Fig. 1: cell placement
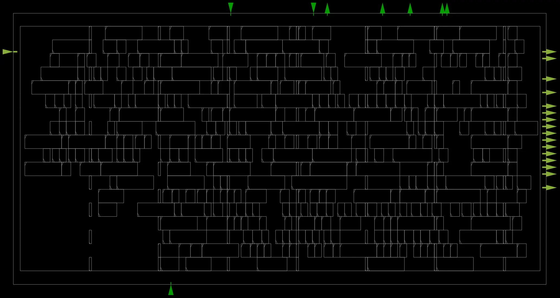
Fig. 2: wiring by layer
(4 px per µm) Only two layers are drawn.
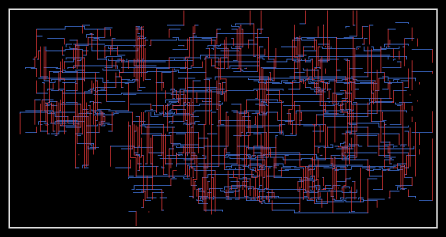
Fig. 3: signal wires on met3
(4 px per µm)
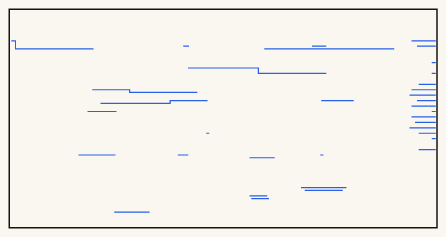
Fig. 4: placed cells, one colour a class
(3 px per µm)
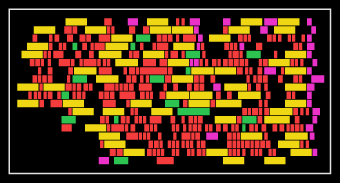
Fig. 5: sequential cells grouped by signal name
(8 px per µm)
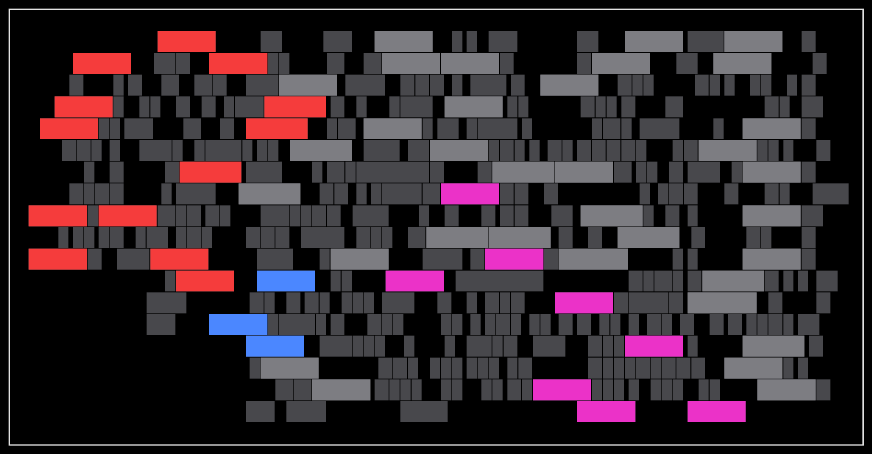
$ cat config.mk
export PLATFORM = sky130hd
export DESIGN_NAME = ps2_key_decoder
export DESIGN_NICKNAME = d
export VERILOG_FILES = /design/src/rtl/ps2_pkg.sv /design/src/rtl/ps2_frame_rx.sv /design/src/rtl/ps2_key_decoder.sv
export SDC_FILE = /design/constraint.sdc
export NUM_CORES = 1
export LEC_CHECK = 0
export ABC_AREA = 1
export CAP_MARGIN = 10
export CORE_ASPECT_RATIO = 0.5
export CORE_UTILIZATION = 47
export CTS_CLUSTER_SIZE = 12
export DETAILED_ROUTE_END_ITERATION = 6
export GPL_TIMING_DRIVEN = 0
export PLACE_DENSITY = 0.7
export SKIP_CTS_REPAIR_TIMING = 1
export SLEW_MARGIN = 25
export SYNTH_ARGS = -nofsm -noshare
export SYNTH_HDL_FRONTEND = slang
export SYNTH_SLANG_ARGS = --single-unit
export TNS_END_PERCENT = 10
$ cat constraint.sdc
create_clock -name CLK -period 1.3 [get_ports CLK]
set_input_delay 0.39 -clock CLK [delete_from_list [all_inputs] [get_ports CLK]]
set_output_delay 0.39 -clock CLK [all_outputs]
set_load 0.02 [all_outputs]
$ cat src/rtl/ps2_pkg.sv
// Shared types and scancode constants for the PS/2 keyboard receive path.
package ps2_pkg;

  typedef enum logic [1:0] {
    F_IDLE,
    F_DATA,
    F_PARITY,
    F_STOP
  } frame_state_t;

  typedef enum logic [1:0] {
    P_IDLE,
    P_EXT,
    P_BRK,
    P_EXT_BRK
  } prefix_state_t;

  localparam logic [7:0] PS2_EXT     = 8'hE0;
  localparam logic [7:0] PS2_BRK     = 8'hF0;
  localparam logic [7:0] PS2_BAT     = 8'hAA;
  localparam logic [7:0] PS2_ACK     = 8'hFA;
  localparam logic [7:0] PS2_ECHO    = 8'hEE;
  localparam logic [7:0] PS2_RESEND  = 8'hFE;
  localparam logic [7:0] PS2_BAT_ERR = 8'hFC;

  // Keyboard status/handshake bytes that never represent a key on their own.
  function automatic logic is_status_byte(input logic [7:0] b);
    return (b == PS2_BAT) || (b == PS2_ACK) || (b == PS2_ECHO) ||
           (b == PS2_RESEND) || (b == PS2_BAT_ERR);
  endfunction

endpackage

$ cat src/rtl/ps2_frame_rx.sv
// PS/2 frame receiver: pin synchronizers, clock glitch filter, falling-edge
// strobe, 11-bit frame deserializer and inter-bit timeout.
module ps2_frame_rx #(
  parameter int FILTER_LEN     = 4,
  parameter int TIMEOUT_CYCLES = 5000,
  parameter int PARITY_ODD     = 1
) (
  input  logic       CLK,
  input  logic       RST,
  input  logic       PS2_CLK,
  input  logic       PS2_DAT,
  output logic [7:0] byte_out,
  output logic       byte_valid,
  output logic       frame_err
);
  import ps2_pkg::*;

  localparam int FCW = (FILTER_LEN > 1) ? $clog2(FILTER_LEN) : 1;
  localparam int TCW = (TIMEOUT_CYCLES > 2) ? $clog2(TIMEOUT_CYCLES) : 1;
  localparam logic [FCW-1:0] FILT_LAST = FCW'(FILTER_LEN - 1);
  // Firing one count early lets the registered frame_err land exactly
  // TIMEOUT_CYCLES cycles after the last strobe, as the count reaches TIMEOUT_CYCLES-1.
  localparam logic [TCW-1:0] TMO_LAST  = TCW'(TIMEOUT_CYCLES - 2);

  logic [1:0] pin_raw;
  logic [1:0] pin_sync;
  logic       clk_s;
  logic       dat_s;

  assign pin_raw = {PS2_DAT, PS2_CLK};

  genvar gi;
  generate
    for (gi = 0; gi < 2; gi++) begin : g_sync
      logic s1_reg;
      logic s2_reg;
      // Two-flop synchronizer per pin; idle-high lines reset to 1.
      always_ff @(posedge CLK) begin
        if (RST) begin
          s1_reg <= 1'b1;
          s2_reg <= 1'b1;
        end else begin
          s1_reg <= pin_raw[gi];
          s2_reg <= s1_reg;
        end
      end
      assign pin_sync[gi] = s2_reg;
    end
  endgenerate

  assign clk_s = pin_sync[0];
  assign dat_s = pin_sync[1];

  logic           clk_f_reg;
  logic           clk_f_d_reg;
  logic [FCW-1:0] filt_cnt_reg;
  logic           strobe;

  // Glitch filter: follow the synced clock only after FILTER_LEN differing samples.
  always_ff @(posedge CLK) begin
    if (RST) begin
      clk_f_reg    <= 1'b1;
      clk_f_d_reg  <= 1'b1;
      filt_cnt_reg <= '0;
    end else begin
      clk_f_d_reg <= clk_f_reg;
      if (clk_s == clk_f_reg) begin
        filt_cnt_reg <= '0;
      end else if (filt_cnt_reg == FILT_LAST) begin
        filt_cnt_reg <= '0;
        clk_f_reg    <= clk_s;
      end else begin
        filt_cnt_reg <= filt_cnt_reg + 1'b1;
      end
    end
  end

  assign strobe = clk_f_d_reg & ~clk_f_reg;

  frame_state_t   state_reg, state_next;
  logic [2:0]     bit_cnt_reg, bit_cnt_next;
  logic [7:0]     shift_reg, shift_next;
  logic           parity_ok_reg, parity_ok_next;
  logic [TCW-1:0] tmo_cnt_reg, tmo_cnt_next;
  logic [7:0]     byte_out_reg, byte_out_next;
  logic           byte_valid_reg, byte_valid_next;
  logic           frame_err_reg, frame_err_next;

  // Frame FSM and timeout state registers.
  always_ff @(posedge CLK) begin
    if (RST) begin
      state_reg      <= F_IDLE;
      bit_cnt_reg    <= '0;
      shift_reg      <= '0;
      parity_ok_reg  <= 1'b0;
      tmo_cnt_reg    <= '0;
      byte_out_reg   <= '0;
      byte_valid_reg <= 1'b0;
      frame_err_reg  <= 1'b0;
    end else begin
      state_reg      <= state_next;
      bit_cnt_reg    <= bit_cnt_next;
      shift_reg      <= shift_next;
      parity_ok_reg  <= parity_ok_next;
      tmo_cnt_reg    <= tmo_cnt_next;
      byte_out_reg   <= byte_out_next;
      byte_valid_reg <= byte_valid_next;
      frame_err_reg  <= frame_err_next;
    end
  end

  // Frame FSM: advances on strobes; a strobe pre-empts a coincident timeout.
  always_comb begin
    state_next      = state_reg;
    bit_cnt_next    = bit_cnt_reg;
    shift_next      = shift_reg;
    parity_ok_next  = parity_ok_reg;
    byte_out_next   = byte_out_reg;
    byte_valid_next = 1'b0;
    frame_err_next  = 1'b0;
    tmo_cnt_next    = tmo_cnt_reg + 1'b1;
    if (strobe || state_reg == F_IDLE) begin
      tmo_cnt_next = '0;
    end
    if (strobe) begin
      case (state_reg)
        F_IDLE: begin
          if (!dat_s) begin
            state_next   = F_DATA;
            bit_cnt_next = '0;
          end
        end
        F_DATA: begin
          shift_next = {dat_s, shift_reg[7:1]};
          if (bit_cnt_reg == 3'd7) begin
            state_next = F_PARITY;
          end else begin
            bit_cnt_next = bit_cnt_reg + 1'b1;
          end
        end
        F_PARITY: begin
          parity_ok_next = (((^shift_reg) ^ dat_s) == (PARITY_ODD != 0));
          state_next     = F_STOP;
        end
        default: begin
          if (dat_s && parity_ok_reg) begin
            byte_valid_next = 1'b1;
            byte_out_next   = shift_reg;
          end else begin
            frame_err_next = 1'b1;
          end
          state_next = F_IDLE;
        end
      endcase
    end else if (state_reg != F_IDLE && tmo_cnt_reg == TMO_LAST) begin
      state_next     = F_IDLE;
      frame_err_next = 1'b1;
    end
  end

  assign byte_out   = byte_out_reg;
  assign byte_valid = byte_valid_reg;
  assign frame_err  = frame_err_reg;

endmodule

$ cat src/rtl/ps2_key_decoder.sv
// PS/2 keyboard front end: frame receiver plus E0/F0 prefix resolution into key events.
module ps2_key_decoder #(
  parameter int FILTER_LEN     = 4,
  parameter int TIMEOUT_CYCLES = 5000,
  parameter int PARITY_ODD     = 1
) (
  input  logic       CLK,
  input  logic       RST,
  input  logic       PS2_CLK,
  input  logic       PS2_DAT,
  output logic [7:0] byte_out,
  output logic       byte_valid,
  output logic [7:0] key_code,
  output logic       key_ext,
  output logic       key_break,
  output logic       key_valid,
  output logic       frame_err
);
  import ps2_pkg::*;

  logic [7:0] rx_byte;
  logic       rx_valid;
  logic       rx_err;

  ps2_frame_rx #(
    .FILTER_LEN    (FILTER_LEN),
    .TIMEOUT_CYCLES(TIMEOUT_CYCLES),
    .PARITY_ODD    (PARITY_ODD)
  ) u_frame_rx (
    .CLK       (CLK),
    .RST       (RST),
    .PS2_CLK   (PS2_CLK),
    .PS2_DAT   (PS2_DAT),
    .byte_out  (rx_byte),
    .byte_valid(rx_valid),
    .frame_err (rx_err)
  );

  prefix_state_t p_state_reg, p_state_next;
  logic [7:0]    key_code_reg, key_code_next;
  logic          key_ext_reg, key_ext_next;
  logic          key_break_reg, key_break_next;
  logic          key_valid_reg, key_valid_next;
  logic          pend_ext;
  logic          pend_brk;

  assign pend_ext = (p_state_reg == P_EXT) || (p_state_reg == P_EXT_BRK);
  assign pend_brk = (p_state_reg == P_BRK) || (p_state_reg == P_EXT_BRK);

  // Prefix FSM and key event output registers.
  always_ff @(posedge CLK) begin
    if (RST) begin
      p_state_reg   <= P_IDLE;
      key_code_reg  <= '0;
      key_ext_reg   <= 1'b0;
      key_break_reg <= 1'b0;
      key_valid_reg <= 1'b0;
    end else begin
      p_state_reg   <= p_state_next;
      key_code_reg  <= key_code_next;
      key_ext_reg   <= key_ext_next;
      key_break_reg <= key_break_next;
      key_valid_reg <= key_valid_next;
    end
  end

  // Accumulate E0/F0 prefixes; the first other byte completes the key event.
  always_comb begin
    p_state_next   = p_state_reg;
    key_code_next  = key_code_reg;
    key_ext_next   = key_ext_reg;
    key_break_next = key_break_reg;
    key_valid_next = 1'b0;
    if (rx_err) begin
      p_state_next = P_IDLE;
    end else if (rx_valid) begin
      if (rx_byte == PS2_EXT) begin
        p_state_next = pend_brk ? P_EXT_BRK : P_EXT;
      end else if (rx_byte == PS2_BRK) begin
        p_state_next = pend_ext ? P_EXT_BRK : P_BRK;
      end else if (p_state_reg == P_IDLE && is_status_byte(rx_byte)) begin
        p_state_next = P_IDLE;
      end else begin
        key_code_next  = rx_byte;
        key_ext_next   = pend_ext;
        key_break_next = pend_brk;
        key_valid_next = 1'b1;
        p_state_next   = P_IDLE;
      end
    end
  end

  assign byte_out   = rx_byte;
  assign byte_valid = rx_valid;
  assign frame_err  = rx_err;
  assign key_code   = key_code_reg;
  assign key_ext    = key_ext_reg;
  assign key_break  = key_break_reg;
  assign key_valid  = key_valid_reg;

endmodule

==> impl_metrics.env <==
# yosys + openroad results
export IMPL_htreeDepth=3
export IMPL_place_area_um2=2900
export IMPL_portBuffers=24
export IMPL_fp_nets=365
export IMPL_grt_usage_pct=20.5
export IMPL_clock_sinks=58
export IMPL_cp_end_kind="register"
export IMPL_rsz0062_at_grt="true"
export IMPL_required_ns=1.56
export IMPL_hp_start="u_frame_rx.g_sync[1].s1_reg$_SDFF_PP1_"
export IMPL_r2r_start="u_frame_rx.state_reg[0]$_SDFFE_PP0P_"
export IMPL_cp_endpoint="u_frame_rx.shift_reg[7]$_SDFFE_PP0P_"
export IMPL_final_common_cell="nand2_1"
export IMPL_grtUsageMet1_pct=23.6
export IMPL_ys_ff=58
export IMPL_yosys_most_used_dff="dfxtp_1"
export IMPL_p_per_area_nw_per_um2=1100
export IMPL_path_class="input pin to register"
export IMPL_final_util_pct=60.9
export IMPL_ys_types=29
export IMPL_cts_tree="built"
export IMPL_dr_wl_met3_um=281
export IMPL_ir_worst_vdd_uv=484
export IMPL_p_leak_nw=1.33
export IMPL_fill_cells=449
export IMPL_wl_met1_um=2430
export IMPL_crit_path_max_fanout=10
export IMPL_chipArea_um2=5780
export IMPL_diodes=0
export IMPL_hold_viol_final=0
export IMPL_antenna_found_initial=0
export IMPL_grt_overflow=0
export IMPL_outcome="finished, violations left"
export IMPL_setup_viol=21
export IMPL_drt_iter0_markers=116
export IMPL_lay_top_cells="nand2_1 (60), nor2_1 (45), dfxtp_1 (44), inv_1 (41), a21oi_1 (34)"
export IMPL_top_layer="met4"
export IMPL_cap_viol_max_count=0
export IMPL_largest_reg_flops=13
export IMPL_wl_met2_um=2450
export IMPL_synth_cells=352
export IMPL_synthToLayoutAreaGrowth_pct=20.7
export IMPL_grt_max_degree=11
export IMPL_detail_route_antenna_nets=0
export IMPL_synth_cell_area_um2=2570
export IMPL_fmax_mhz=695
export IMPL_whs_endpoint="u_frame_rx.dat_s$_SDFF_PP1_"
export IMPL_hold_depth=1
export IMPL_yosysChipArea_um2=2570
export IMPL_initial_utilization_pct=50.5
export IMPL_cts_buffers=9
export IMPL_die_x_um=107
export IMPL_root_buffer="clkbuf_8"
export IMPL_nNetsFinal=400
export IMPL_syn_area_per_cell_um2=7.30
export IMPL_io_pins=25
export IMPL_yosysWarnings=0
export IMPL_viasPerCell=4.99
export IMPL_violations="setup timing"
export IMPL_final_comb_area_um2=1240
export IMPL_crit_start="RST"
export IMPL_r2r_end="u_frame_rx.state_reg[1]$_SDFFE_PP0P_"
export IMPL_finalCritPeriodShare_pct=111
export IMPL_fin_ws_ns=-0.139
export IMPL_routedWlPerCell_um=11.3
export IMPL_final_area_um2=3100
export IMPL_async_flop_share_pct=0
export IMPL_clock_latency_late_pin_ns=0.34
export IMPL_skew_ns=0.00842
export IMPL_yosysCellCount=352
export IMPL_finalSetupTns_ns=-1.89
Notes on Fig. 1 above:
sequential cells: 58
Core ar.: 5090 µm²

Notes on Fig. 2 above:
layer	colour	wire length
met2	red	2450 µm
met1	blue	2430 µm
Post-Route WL: 5240 µm
via count: 2307

Notes on Fig. 3 above:
main direction	horizontal
nets with wire on the layer	27
wire length on this layer	281 µm
share of all routed wire	5.4%
met3 Track Usage GR: 6.55%

Notes on Fig. 4 above:
class	colour	cells
other buffers and delay cells	magenta	31
flip-flops	yellow	58
all other logic	red	287
clock drivers and dummy loads	green	16

Notes on Fig. 5 above:
netlist name	colour	sequential cells
u_frame_rx.shift_reg	magenta	8
u_frame_rx.tmo_cnt_reg	red	13
u_frame_rx.bit_cnt_reg	blue	3
not coloured	34

==> synth_stat cells (2+ instances only) <==
cell	number	share of area, %
nand3_2	3	1.2
dfxtp_1	58	45
ha_1	9	4.4
inv_1	46	6.7
inv_2	2	0.29
nor2_2	6	1.5
nand4_1	2	0.49
nand2_1	64	9.4
or2_2	4	0.97
a21oi_1	34	6.6
nand2_2	2	0.49
clkbuf_1	4	0.58
o21ai_0	32	6.2
nor2_1	46	6.7
nand3_1	18	3.5
o211ai_1	2	0.58
nor3_1	2	0.39
o21ai_1	7	1.4
==> cell type report <==
cell class,count,share of cell area (%)
multi-input cells,238,40.1
flip-flops and latches,58,38.2
inverters,49,6.02
repair buffers,24,5.33
clock buffers,10,4.12
well taps,70,2.83
clock inverters,6,1.86
plain buffers,7,1.53
==> metrics by stage <==
stage / std cells / worst slack, ns / power (W)
finish: 462 / -0.139 / 0.00340
CTS: 462 / -0.545 / 0.00346
global placement: 446 / -0.481 / 0.00189
floorplan: 352 / -0.0104 / 0.00186
detailed placement: 446 / -0.495 / 0.00189
global route: 462 / -0.265 / 0.00353
==> cell families (layout without fill, tap and decap cells) <==
group | Yosys count | after routing | synth area share, %
adders and majority gates | 9 | 9 | 4.38
and+or+nand+nor | 151 | 151 | 25.9
buffers and inverters | 56 | 96 | 8.67
DFF | 58 | 58 | 45.2
xor gates and xnor gates | 1 | 1 | 0.341
AOI/OAI and AO/OA | 77 | 77 | 15.5
==> critical path, stage by stage <==
cell             delay (ns)
clkdlybuf4s50_1        0.49
inv_1                  0.16
clkbuf_1               0.34
o21ai_0                0.17
a21oi_1                0.15
==> power by group <==
part           internal, W  leakage, nW  switching [W]
Clock             0.000870       0.0958       0.000688
Sequential         0.00178        0.476     0.00000303
Combinational    0.0000254        0.756      0.0000381
Total              0.00267         1.33       0.000729
Power is estimated from default activity; no workload was simulated.
